Cells by drive strength:
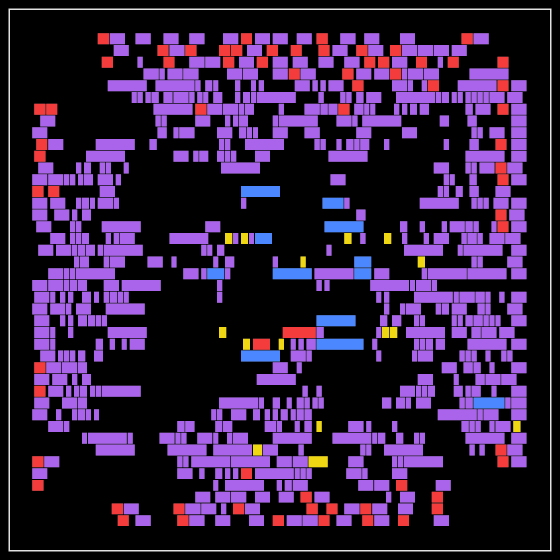
M2 wires:
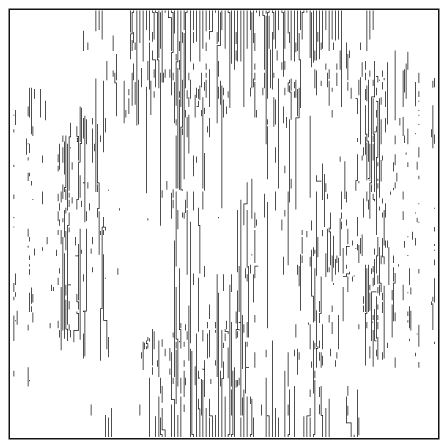
Track usage over the die:
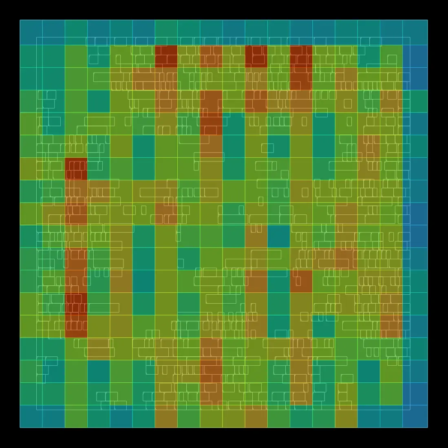
Cell density map:
Bar = 20 um. The die is cut into 12 by 12 equal tiles; dark blue is low, red is high, 0 to 100% covered.
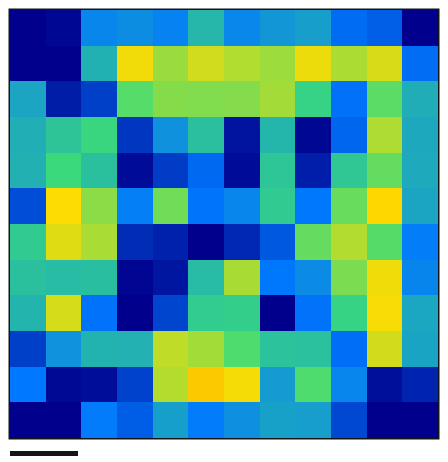
--- config.mk ---
export PLATFORM = sky130hd
export DESIGN_NAME = wb_bram_arbiter
export DESIGN_NICKNAME = d
export VERILOG_FILES = /design/src/rtl/wb_bram_arbiter.sv
export SDC_FILE = /design/constraint.sdc
export NUM_CORES = 1
export LEC_CHECK = 0
export ABC_AREA = 1
export CAP_MARGIN = 15
export CELL_PAD_IN_SITES_DETAIL_PLACEMENT = 0
export CELL_PAD_IN_SITES_GLOBAL_PLACEMENT = 1
export CORE_MARGIN = 5
export CORE_UTILIZATION = 25
export CTS_CLUSTER_SIZE = 24
export DETAILED_ROUTE_END_ITERATION = 8
export GPL_ROUTABILITY_DRIVEN = 1
export GPL_TIMING_DRIVEN = 0
export PLACE_DENSITY = 0.94
export SYNTH_ARGS = -nofsm -noshare
export SYNTH_HDL_FRONTEND = slang
export SYNTH_SLANG_ARGS = --single-unit
export TNS_END_PERCENT = 20
--- constraint.sdc ---
create_clock -name i_clk -period 3.55 [get_ports i_clk]
set_input_delay 0.5325 -clock i_clk [delete_from_list [all_inputs] [get_ports i_clk]]
set_output_delay 0.5325 -clock i_clk [all_outputs]
set_load 0.03 [all_outputs]
--- src/rtl/wb_bram_arbiter.sv ---
// wb_bram_arbiter: shares one BRAM port between two Wishbone pipelined
// masters (A, B). Ownership is held for a whole bus cycle (CYC lock).
// One access per clock is issued, and ACK returns with a fixed 2-clock latency.
//
// Parameters:
//   DATA_WIDTH - data width of both masters and the BRAM port
//   ADDR_WIDTH - word address width (BRAM depth 1<<ADDR_WIDTH)
// Ports:
//   i_clk, i_rst_n                  - clock, async active-low reset
//   i_x_cyc/stb/we/addr/data        - master x request (x = a, b)
//   o_x_stall/ack/data              - master x response
//   o_bram_en/we/addr/din           - registered BRAM port command
//   i_bram_dout                     - BRAM read data (1-cycle latency)
// Build option:
//   WB_BRAM_ARBITER_ROUND_ROBIN_EN  - if defined, an IDLE tie goes to the
//                                     master that did not own last;
//                                     otherwise A always wins a tie.
module wb_bram_arbiter #(
    parameter int DATA_WIDTH = 32,
    parameter int ADDR_WIDTH = 10
) (
    input  logic                  i_clk,
    input  logic                  i_rst_n,
    input  logic                  i_a_cyc,
    input  logic                  i_a_stb,
    input  logic                  i_a_we,
    input  logic [ADDR_WIDTH-1:0] i_a_addr,
    input  logic [DATA_WIDTH-1:0] i_a_data,
    output logic                  o_a_stall,
    output logic                  o_a_ack,
    output logic [DATA_WIDTH-1:0] o_a_data,
    input  logic                  i_b_cyc,
    input  logic                  i_b_stb,
    input  logic                  i_b_we,
    input  logic [ADDR_WIDTH-1:0] i_b_addr,
    input  logic [DATA_WIDTH-1:0] i_b_data,
    output logic                  o_b_stall,
    output logic                  o_b_ack,
    output logic [DATA_WIDTH-1:0] o_b_data,
    output logic                  o_bram_en,
    output logic                  o_bram_we,
    output logic [ADDR_WIDTH-1:0] o_bram_addr,
    output logic [DATA_WIDTH-1:0] o_bram_din,
    input  logic [DATA_WIDTH-1:0] i_bram_dout
);

    typedef enum logic [1:0] {
        IDLE  = 2'd0,
        OWN_A = 2'd1,
        OWN_B = 2'd2
    } state_e;

    state_e state_q, state_d;

    // p0: access presented to the BRAM this cycle; p1: ack cycle.
    // *_own: 1 = issued by master B.
    logic p0_q, p0_d, p0_own_q, p0_own_d;
    logic p1_q, p1_d, p1_own_q, p1_own_d;

    logic                  en_q, en_d;
    logic                  we_q, we_d;
    logic [ADDR_WIDTH-1:0] addr_q, addr_d;
    logic [DATA_WIDTH-1:0] din_q, din_d;

    logic acc_a, acc_b, busy, tie_b;

`ifdef WB_BRAM_ARBITER_ROUND_ROBIN_EN
    // 1 = B was the last owner
    logic last_q, last_d;
`endif

    always_comb begin
        acc_a   = (state_q == OWN_A) && i_a_cyc && i_a_stb;
        acc_b   = (state_q == OWN_B) && i_b_cyc && i_b_stb;
        busy    = p0_q || p1_q;
        state_d = state_q;
`ifdef WB_BRAM_ARBITER_ROUND_ROBIN_EN
        last_d  = last_q;
        tie_b   = !last_q;
`else
        tie_b   = 1'b0;
`endif
        case (state_q)
            IDLE: begin
                if (i_a_cyc && i_b_cyc)
                    state_d = tie_b ? OWN_B : OWN_A;
                else if (i_a_cyc)
                    state_d = OWN_A;
                else if (i_b_cyc)
                    state_d = OWN_B;
            end
            OWN_A: begin
                // hold the grant until aborted accesses have drained
                if (!i_a_cyc && !busy) begin
                    state_d = i_b_cyc ? OWN_B : IDLE;
`ifdef WB_BRAM_ARBITER_ROUND_ROBIN_EN
                    last_d  = 1'b0;
`endif
                end
            end
            OWN_B: begin
                if (!i_b_cyc && !busy) begin
                    state_d = i_a_cyc ? OWN_A : IDLE;
`ifdef WB_BRAM_ARBITER_ROUND_ROBIN_EN
                    last_d  = 1'b1;
`endif
                end
            end
            default: state_d = IDLE;
        endcase

        p0_d     = acc_a || acc_b;
        p0_own_d = acc_b;
        p1_d     = p0_q;
        p1_own_d = p0_own_q;

        en_d   = acc_a || acc_b;
        we_d   = 1'b0;
        addr_d = addr_q;
        din_d  = din_q;
        if (acc_a) begin
            we_d   = i_a_we;
            addr_d = i_a_addr;
            din_d  = i_a_data;
        end else if (acc_b) begin
            we_d   = i_b_we;
            addr_d = i_b_addr;
            din_d  = i_b_data;
        end
    end

    always_ff @(posedge i_clk or negedge i_rst_n) begin
        if (!i_rst_n) begin
            state_q  <= IDLE;
            p0_q     <= 1'b0;
            p0_own_q <= 1'b0;
            p1_q     <= 1'b0;
            p1_own_q <= 1'b0;
            en_q     <= 1'b0;
            we_q     <= 1'b0;
            addr_q   <= '0;
            din_q    <= '0;
        end else begin
            state_q  <= state_d;
            p0_q     <= p0_d;
            p0_own_q <= p0_own_d;
            p1_q     <= p1_d;
            p1_own_q <= p1_own_d;
            en_q     <= en_d;
            we_q     <= we_d;
            addr_q   <= addr_d;
            din_q    <= din_d;
        end
    end

`ifdef WB_BRAM_ARBITER_ROUND_ROBIN_EN
    always_ff @(posedge i_clk or negedge i_rst_n) begin
        if (!i_rst_n)
            last_q <= 1'b1;
        else
            last_q <= last_d;
    end
`endif

    assign o_a_stall   = (state_q != OWN_A);
    assign o_b_stall   = (state_q != OWN_B);
    // an issuer that dropped cyc never sees its pending acks
    assign o_a_ack     = p1_q && !p1_own_q && i_a_cyc;
    assign o_b_ack     = p1_q && p1_own_q && i_b_cyc;
    assign o_a_data    = i_bram_dout;
    assign o_b_data    = i_bram_dout;
    assign o_bram_en   = en_q;
    assign o_bram_we   = we_q;
    assign o_bram_addr = addr_q;
    assign o_bram_din  = din_q;

endmodule

==> Changelog: implementation <==
### Metrics

* # resized after CTS at 0
* Ys flops at 49
* Slew headroom at 58.5%
* Fraction of area in multi-input gates at 19.3%
* Filler instances at 1315
* # DRC at 0
* Fin. max-slew vios at 0
* Mapped cell area at 3300 sq um
* Internal at between 1500 and 2000 uW
* Vias in the first global route at 3464
* First-pass iteration count of the detailed router at 4
* Max reg flops at 32
* Worst-case reg-to-reg path depth at 7
* Seq share, synth at about 37%
* Leakage at 0.00298 uW
* Unique cell types at 19
* Critical path fanouts, max at 5
* FFs w/ async S/R, synth at 100%
* Crit path max-delay cell type: clkdlybuf4s50_1
* Total global routing overflow at 0
* Run status: completed
* Final worst path period share at between 60% and 70%
* H-tree depth at 2
* Global placer's final weighted congestion at ~0.74
* Grt met1 use at 17.9%
* # Cells Yosys at 471
* Seq area share at 21.4%
* Post-Syn Instances at between 400 and 500
* Post-CTS Setup Bufs at 0
* Crit Reg-Reg Endpoint: o_bram_din[31]$_DFFE_PN0P_
* Post-Syn Area per Cell at around 7.0 sq um
* Fin Setup TNS at 0 ps
* Worst path cell trace: clkdlybuf4s50_1 > nand2_1 > nor2_1 > clkdlybuf4s50_1
* M1 WL at 4.77 mm
* Initial antenna violation count at 0
Notes on 'cells by drive strength' above:
Purple marks _0 and _1 cells, cells 587. Yellow marks _2 cells, cells 15. Red marks _3 and _4 cells, cells 67. Blue marks _6 and larger, cells 12.

Notes on 'M2 wires' above:
The layer carries 5730 um of wire. 583 nets have wire on it.
drt total wl: 11.5 mm
Vias: 3501
GR met2 Demand/Resource: 24.8%

Notes on 'track usage over the die' above:
all-layer global routing usage: 14.2%
GR Layer Usage met3: 4.09%
drt wl/cell: 13.4 um

Notes on 'cell density map' above:
The mean over all tiles is 35%. 10% of the tiles are nearly empty. 1.4% of the tiles are over 75% full. The emptiest ninth of the die: south-west. The fullest tile reaches 77%.
Final Util: 43.7%
FP Core Util: 25.3%
core area: 13100 sq um

Power and IR drop assume default switching activity.
